<file path="config.mk">
export PLATFORM = sky130hd
export DESIGN_NAME = input_conditioner
export DESIGN_NICKNAME = d
export VERILOG_FILES = /design/src/rtl/input_conditioner.sv
export SDC_FILE = /design/constraint.sdc
export NUM_CORES = 1
export LEC_CHECK = 0
export ABC_CLOCK_PERIOD_IN_PS = 1100
export CELL_PAD_IN_SITES_DETAIL_PLACEMENT = 1
export CELL_PAD_IN_SITES_GLOBAL_PLACEMENT = 1
export CORE_AREA = 5 5 42 44
export CTS_CLUSTER_DIAMETER = 60
export CTS_CLUSTER_SIZE = 25
export DETAILED_ROUTE_END_ITERATION = 7
export DIE_AREA = 0 0 47 49
export MAX_ROUTING_LAYER = met4
export PLACE_DENSITY = 0.65
export SYNTH_ARGS = -nofsm -noshare
export SYNTH_HDL_FRONTEND = slang
export SYNTH_SLANG_ARGS = --single-unit
export TNS_END_PERCENT = 30
</file>
<file path="constraint.sdc">
create_clock -name clk_i -period 1.1 [get_ports clk_i]
set_input_delay 0.22 -clock clk_i [delete_from_list [all_inputs] [get_ports clk_i]]
set_output_delay 0.22 -clock clk_i [all_outputs]
set_load 0.005 [all_outputs]
</file>
<file path="src/rtl/input_conditioner.sv">
// Synchronises a raw asynchronous pin, debounces it into a clean level, and emits edge pulses.
// Latency SYNC_STAGES+DEBOUNCE_CYCLES edges. No backpressure; en_i=0 freezes the level and drops pending changes.
module input_conditioner #(
   parameter int SYNC_STAGES     = 2,
   parameter int DEBOUNCE_CYCLES = 4
) (
   input  logic clk_i,
   input  logic reset_i,
   input  logic raw_i,
   input  logic en_i,
   output logic in_o,
   output logic rise_o,
   output logic fall_o,
   output logic busy_o
);

   localparam int CW = $clog2(DEBOUNCE_CYCLES + 1);
   localparam logic [CW-1:0] CNT_ONE  = CW'(1);
   localparam logic [CW-1:0] CNT_LAST = CW'(DEBOUNCE_CYCLES - 1);

   typedef enum logic [1:0] {
      STABLE_LO,
      PEND_HI,
      STABLE_HI,
      PEND_LO
   } state_t;

   logic [SYNC_STAGES-1:0] sync_q;
   logic                   sync;
   state_t                 state;
   state_t                 state_nxt;
   logic [CW-1:0]          cnt;
   logic [CW-1:0]          cnt_nxt;
   logic                   rise_q;
   logic                   rise_nxt;
   logic                   fall_q;
   logic                   fall_nxt;

   // Synchroniser keeps running while disabled so re-enable sees a current level.
   always_ff @(posedge clk_i) begin
      if (!reset_i) begin
         sync_q <= '0;
      end else begin
         sync_q <= {sync_q[SYNC_STAGES-2:0], raw_i};
      end
   end

   assign sync = sync_q[SYNC_STAGES-1];

   always_ff @(posedge clk_i) begin
      if (!reset_i) begin
         state  <= STABLE_LO;
         cnt    <= '0;
         rise_q <= 1'b0;
         fall_q <= 1'b0;
      end else begin
         state  <= state_nxt;
         cnt    <= cnt_nxt;
         rise_q <= rise_nxt;
         fall_q <= fall_nxt;
      end
   end

   always_comb begin
      state_nxt = state;
      cnt_nxt   = cnt;
      rise_nxt  = 1'b0;
      fall_nxt  = 1'b0;
      case (state)
         STABLE_LO: begin
            cnt_nxt = '0;
            if (en_i && sync) begin
               if (DEBOUNCE_CYCLES == 1) begin
                  state_nxt = STABLE_HI;
                  rise_nxt  = 1'b1;
               end else begin
                  state_nxt = PEND_HI;
                  cnt_nxt   = CNT_ONE;
               end
            end
         end
         PEND_HI: begin
            if (!en_i || !sync) begin
               state_nxt = STABLE_LO;
               cnt_nxt   = '0;
            end else if (cnt == CNT_LAST) begin
               state_nxt = STABLE_HI;
               cnt_nxt   = '0;
               rise_nxt  = 1'b1;
            end else begin
               cnt_nxt = cnt + CNT_ONE;
            end
         end
         STABLE_HI: begin
            cnt_nxt = '0;
            if (en_i && !sync) begin
               if (DEBOUNCE_CYCLES == 1) begin
                  state_nxt = STABLE_LO;
                  fall_nxt  = 1'b1;
               end else begin
                  state_nxt = PEND_LO;
                  cnt_nxt   = CNT_ONE;
               end
            end
         end
         PEND_LO: begin
            if (!en_i || sync) begin
               state_nxt = STABLE_HI;
               cnt_nxt   = '0;
            end else if (cnt == CNT_LAST) begin
               state_nxt = STABLE_LO;
               cnt_nxt   = '0;
               fall_nxt  = 1'b1;
            end else begin
               cnt_nxt = cnt + CNT_ONE;
            end
         end
         default: begin
            state_nxt = STABLE_LO;
            cnt_nxt   = '0;
         end
      endcase
   end

   assign in_o   = (state == STABLE_HI) || (state == PEND_LO);
   assign busy_o = (state == PEND_HI) || (state == PEND_LO);
   assign rise_o = rise_q;
   assign fall_o = fall_q;

endmodule

</file>
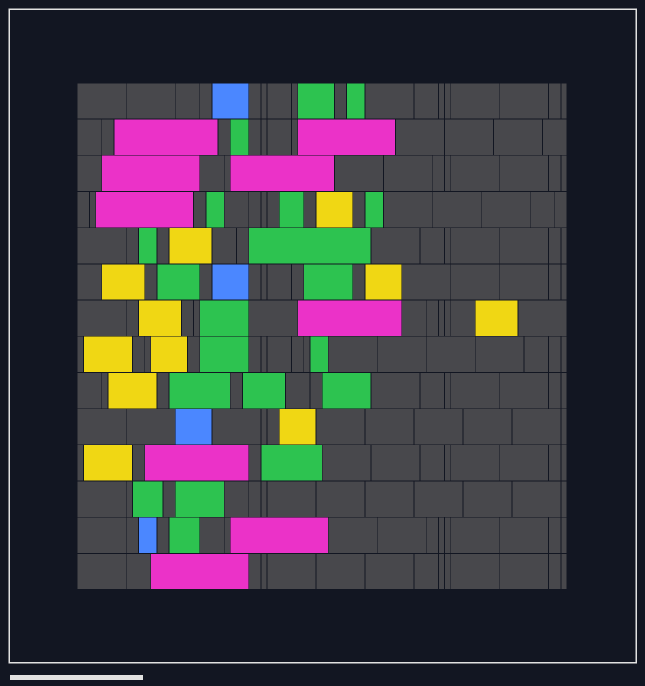
run_1/class_map.png
Scale bar: 10 microns. Fill, decap, tap and diode cells in gray.
legend:
  clock drivers and dummy loads:
    color: blue
    cells: 4
    share_of_their_area: 5.6%
  registers:
    color: magenta
    cells: 9
    share_of_their_area: 39%
  remaining buffers and delay cells:
    color: yellow
    cells: 11
    share_of_their_area: 20%
  remaining logic cells:
    color: green
    cells: 20
    share_of_their_area: 35%
post-route cell area: 492 sq um
post-layout util: 35.1%

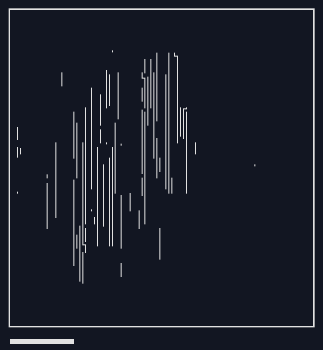
run_1/m2.png
Scale bar: 10 microns.
wire length on this layer: 401 microns
longest straight run: 21.8 microns
nets with wire on the layer: 46
main direction: vertical
met2 Use GR: 12.7%
wire length reported by the detailed router: 759 microns
Vias: 269

==> run summary, run 1 <==
The implementation run finished. The script logs the mean routed wire length per placed instance as 12.7 microns. Sequential cells consume a total of 334 uW. The final reports fail on setup timing.

I/O pin count landed at 8. Sum of routed wire segments on met1 landed at 289 microns. Clock distribution area overhead in the final layout landed at 5.34%. The capture point of the worst register-to-register path is recorded as rise_o$_SDFF_PP0_. TritonCTS buffer count landed at 3. The largest part of the power goes to sequential cells. Share of power burned in combinational logic landed at 4.4%.

Setup repair after global routing could not meet its margin everywhere. Layout net count landed at 50. Complex-gate fraction of the synthesized area landed at 8.43%. The leakage component of the power was reported as 0.218 nW. Post-route worst setup slack landed at -8.70 ps. Number of gates resized after CTS landed at 8. Grouping stages by cell kind, the critical path spends the most delay in simple AND/OR/NAND/NOR gates.

The worst setup path is launched from a flop. Count of hold-fix buffers inserted at cts landed at 0. The layout has 4 clock buffers.

Count of instantiated cells in the yosys netlist landed at 31. Listed in order, past its start point the critical path passes ha_4, and3b_2, nand3_2, nor3b_2. Overall global routing resource usage landed at 8.32%. Fraction of layout cells with a size suffix above 1 landed at 43.2%. STA classifies the critical path endpoint as a flop. Among all cell classes, the greatest summed area belongs to registers. Arithmetic-cell share of the synthesized area counting full adders, half adders and majority gates landed at 3.83%. Tally of OpenROAD warnings landed at 28.

Part of the total power dissipated in sequential elements landed at 53.7%. Synthesis instantiated 15 different standard cells from the library. Among the non-sequential cells, simple AND/OR/NAND/NOR gates take the most area.

Logic area landed at 161 sq um. After routing, the total negative slack on setup checks comes to -8.70 ps. Number of search-and-repair iterations in the first detailed-routing pass landed at 2. In the final run the clock tree shows a worst skew of 2.44 ps. Instance area after placement landed at 432 sq um.

The flow ran to the end, but the final reports show violations. Final hold analysis gives a worst-case slack of 445 ps. STA shows the worst min-delay path finishing at sync_q[1]$_SDFF_PN0_.

Switching power of the nets landed at 134 uW. The worst-case reg-to-reg setup slack stands at -9 ps. Well-tap cell count landed at 16. Count of flip-flops and latches landed at 9. The tree is rooted in a clkbuf_4. In the routed design, unresolved DRC markers number 0. Headroom to the max-slew limit came out at 85.8%. For met1 alone, demand over resource in global routing was 7.73%. TritonCTS built the clock tree. Layout inverter count without the clock tree landed at 1. Required arrival time at the worst endpoint landed at 1280 ps. The end-of-flow timing check tallies setup violations at 1. Cell area power density landed at 1260 nW/um^2. Counting every sink on the clock net gives 9. Per STA, the startpoint of the critical path is cnt[1]$_SDFF_PN0_. The number of antenna violations at the first check in global routing came to 0. Biggest cell delay along the critical path landed at 350 ps. Worst reg-to-reg path cell count landed at 4. The number of global-route vias before repair was 299. Area figure in the yosys stat output landed at 327 sq um. Number of fill cells landed at 165. Count of plain and timing-repair buffers landed at 11.

For reference, the placement row count at floorplan is 14. For the worst-skew pair, the clock arrives at the later sink with an insertion delay of 260 ps. Entering global routing, the biggest net connects 6 pins. Per STA, the endpoint of the critical path is rise_o$_SDFF_PP0_. Total half-perimeter wirelength after legalization and detailed placement landed at 531 microns. Per the post-CTS timing run, clock transition at the registers of the reported paths is 60 ps. DRC marker count from the first detailed-route iteration landed at 4.

Number of cells on the worst hold path landed at 1. Per the gpl log, the routability congestion estimate is 0.621. Sequential area share after synthesis landed at 55.2%. Share of synthesized registers carrying an async set or reset landed at 0%. The most common logic cell in the final layout is dfxtp_1. Number of slew-limit violations in the final report landed at 0.
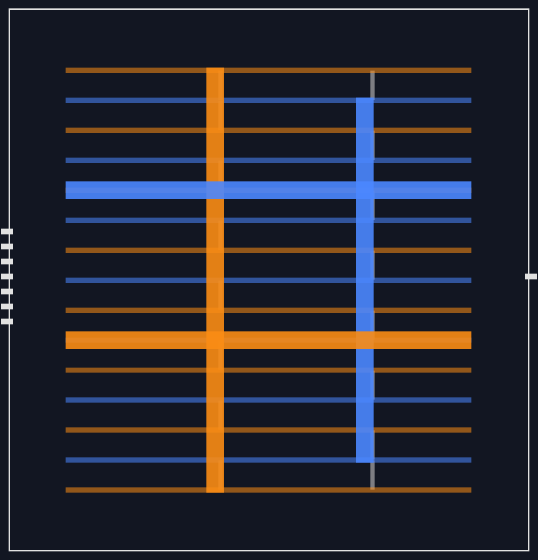
run_1/floorplan.png
Pins as bars on the die edge. Tap cells in gray.
legend:
  VDD:
    color: blue
  VSS:
    color: orange
tap cells: 16
met1 rails: 15
rows: 14
Vert. Die Dim: 49 microns
die outline width: 47 microns
Max IR drop VDD: 0.000527 V
placeable core region: 1400 sq um

==> run 1: flip-flops by register name (all words and copies together), names as in the netlist <==
register / flops
state: 2
rise_o: 1
cnt: 3
sync_q: 2
fall_o: 1
==> run 1: worst reg2reg max path, cell delays in order, from the launching register on <==
cell and delay [ps]:
dfxtp_2 350, ha_4 130, and3b_2 230, nand3_2 110
nor3b_2 210
==> run 1: synth_stat cells, types with 2 or more instances <==
cell	instances	area share [%]
dfxtp_1	9	55
nand2_1	3	3.4
a21oi_1	2	3.1
and2_1	2	3.8
clkbuf_1	2	2.3
nand3_2	2	6.1
nor2_1	2	2.3
nor3b_1	2	4.6
==> inputs of run 2 (changes only) <==
CAP_MARGIN = 10   (was unset)
CORE_AREA = 4 4 41 43   (was 5 5 42 44)
DIE_AREA = 0 0 45 47   (was 0 0 47 49)
GPL_ROUTABILITY_DRIVEN = 0   (was unset)
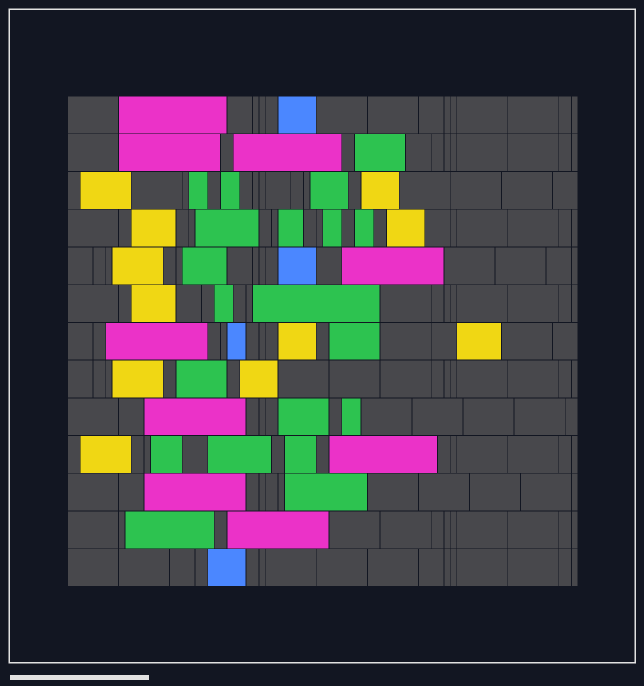
run_2/class_map.png
Scale bar: 10 microns. Fill, decap, tap and diode cells in gray.
legend:
  registers:
    color: magenta
    cells: 9
    share_of_their_area: 38%
  remaining logic cells:
    color: green
    cells: 20
    share_of_their_area: 37%
  remaining buffers and delay cells:
    color: yellow
    cells: 11
    share_of_their_area: 20%
  clock drivers and dummy loads:
    color: blue
    cells: 4
    share_of_their_area: 5.4%
fraction of area in registers: 36.4%
post-route cell area: 505 sq um

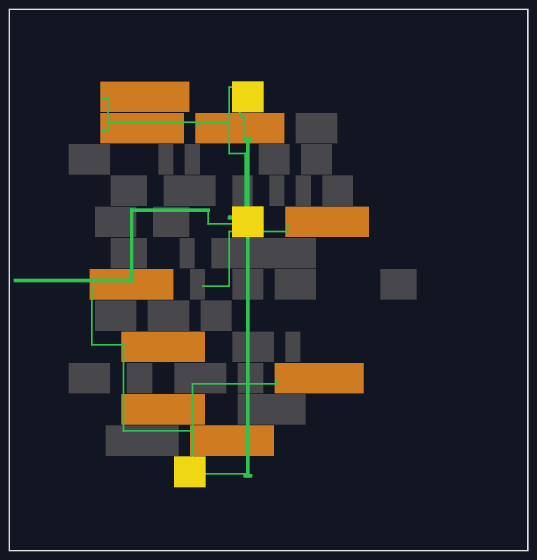
run_2/clock_wires.png
legend:
  clock-net drivers:
    color: yellow
    count: 3
  clock wires:
    color: green
    length: 149 microns
  flip-flops:
    color: orange
    count: 9
routed clock nets: 4
Fin Clk Skew: 3.31 ps
Clock power frac: 41.9%
insertion delay at the late pin of the worst-skew pair: 270 ps
power in the clock group: 263 uW

==> run 2 against run 1 <==
Net effect: the flow still finishes with violations (setup timing); non-clock buffer count unchanged; setup slack improved by 3.2 ps; final area increased by 2.8%; sequential power about the same; register-to-register slack about the same; highest routed layer unchanged; clock power about the same; clock skew increased by 0.87 ps; largest power group unchanged; sequential share of layout area decreased by 1.3 points.
==> run summary, run 2 <==
The implementation run finished. The share of synthesized registers carrying an async set or reset came to 0% (unchanged). The largest register by flop count is cnt (unchanged). Biggest cell delay along the critical path landed at 350 ps (about the same). Largest registers: cnt (3), state (2), sync_q (2) (unchanged). The die extent in x is 45 microns (was 47 microns). Number of endpoints failing setup at the final stage landed at 1 (unchanged).

The sequential area share after synthesis was 55.2% (unchanged). Area figure in the yosys stat output landed at 327 sq um (unchanged). The critical path endpoint category was a flop (unchanged). The worst hold slack is 449 ps (was 445 ps). The utilization after layout is 38.8% (was 35.1%). The area inside the core boundary came to 1300 sq um (was 1400 sq um). Count of unresolved DRC violations after routing landed at 0 (unchanged). Number of antenna violations at the first check in global routing landed at 0 (unchanged). List of cells traversed by the critical path: ha_4, and3b_2, a21oi_2, a41o_1 (was ha_4, and3b_2, nand3_2, nor3b_2). The CTS sink count came to 9 (unchanged). Post-synth top cells: dfxtp_1 (9), nand2_1 (3) (unchanged).

The routed via count came to 280 (was 269). The worst setup path startpoint is cnt[1]$_SDFF_PN0_ (unchanged). Status: finished with violations (unchanged). The most used logic cell in the final layout is dfxtp_1 (unchanged). The required arrival time at the worst endpoint is 1260 ps (was 1280 ps). The fraction of layout cells with a size suffix above 1 is 43.2% (unchanged).

The worst slew margin relative to its limit was 82.8% (was 85.8%). The global-route track usage on met1 is 9.17% (was 7.73%). The number of flip-flops under the largest register name is 3 (unchanged). Total negative slack for setup checks landed at -5.46 ps (was -8.70 ps).

Number of slew-limit violations in the final report landed at 0 (unchanged). The clock root buffer was clkbuf_4 (unchanged). Overall routed net length landed at 750 microns (was 759 microns). The post-route worst setup slack is -5.46 ps (was -8.70 ps). The static leakage is 0.213 nW (was 0.218 nW). Part of the total power dissipated in sequential elements landed at 53.3% (was 53.7%). Number of search-and-repair iterations in the first detailed-routing pass landed at 2 (unchanged). Violations in the final reports: setup timing (unchanged). The number of cells on the worst hold path came to 1 (unchanged). Count of instantiated cells in the yosys netlist landed at 31 (unchanged).
-- run 2: area by class of cell --
| class | instances | area (sq um) | share of cell area [%] |
|---|---|---|---|
| flip-flops and latches | 9 | 184 | 36.4 |
| well taps | 15 | 18.8 | 3.71 |
| inverters | 1 | 3.75 | 0.743 |
| clock buffers | 4 | 26.3 | 5.20 |
| repair buffers | 11 | 96.3 | 19.1 |
| multi-input cells | 19 | 176 | 34.9 |
-- run 2: cell families after synthesis --
family	synth area share, %
adder cells (fa/ha/maj)	3.83
AND-OR/OR-AND	8.43
flip-flops	55.2
XOR/XNOR	2.68
buffers and inverters	3.45
AND/OR/NAND/NOR	26.4
-- run 2: timing repair --
item	in CTS	in global routing
setup endpoints to repair	7	5
setup buffers	0	0
gates resized	8	7
pin swaps	1	3
hold buffers	0	0
hold endpoints to repair	0	0
No activity file was given, so power comes from the tool's default toggle rates.
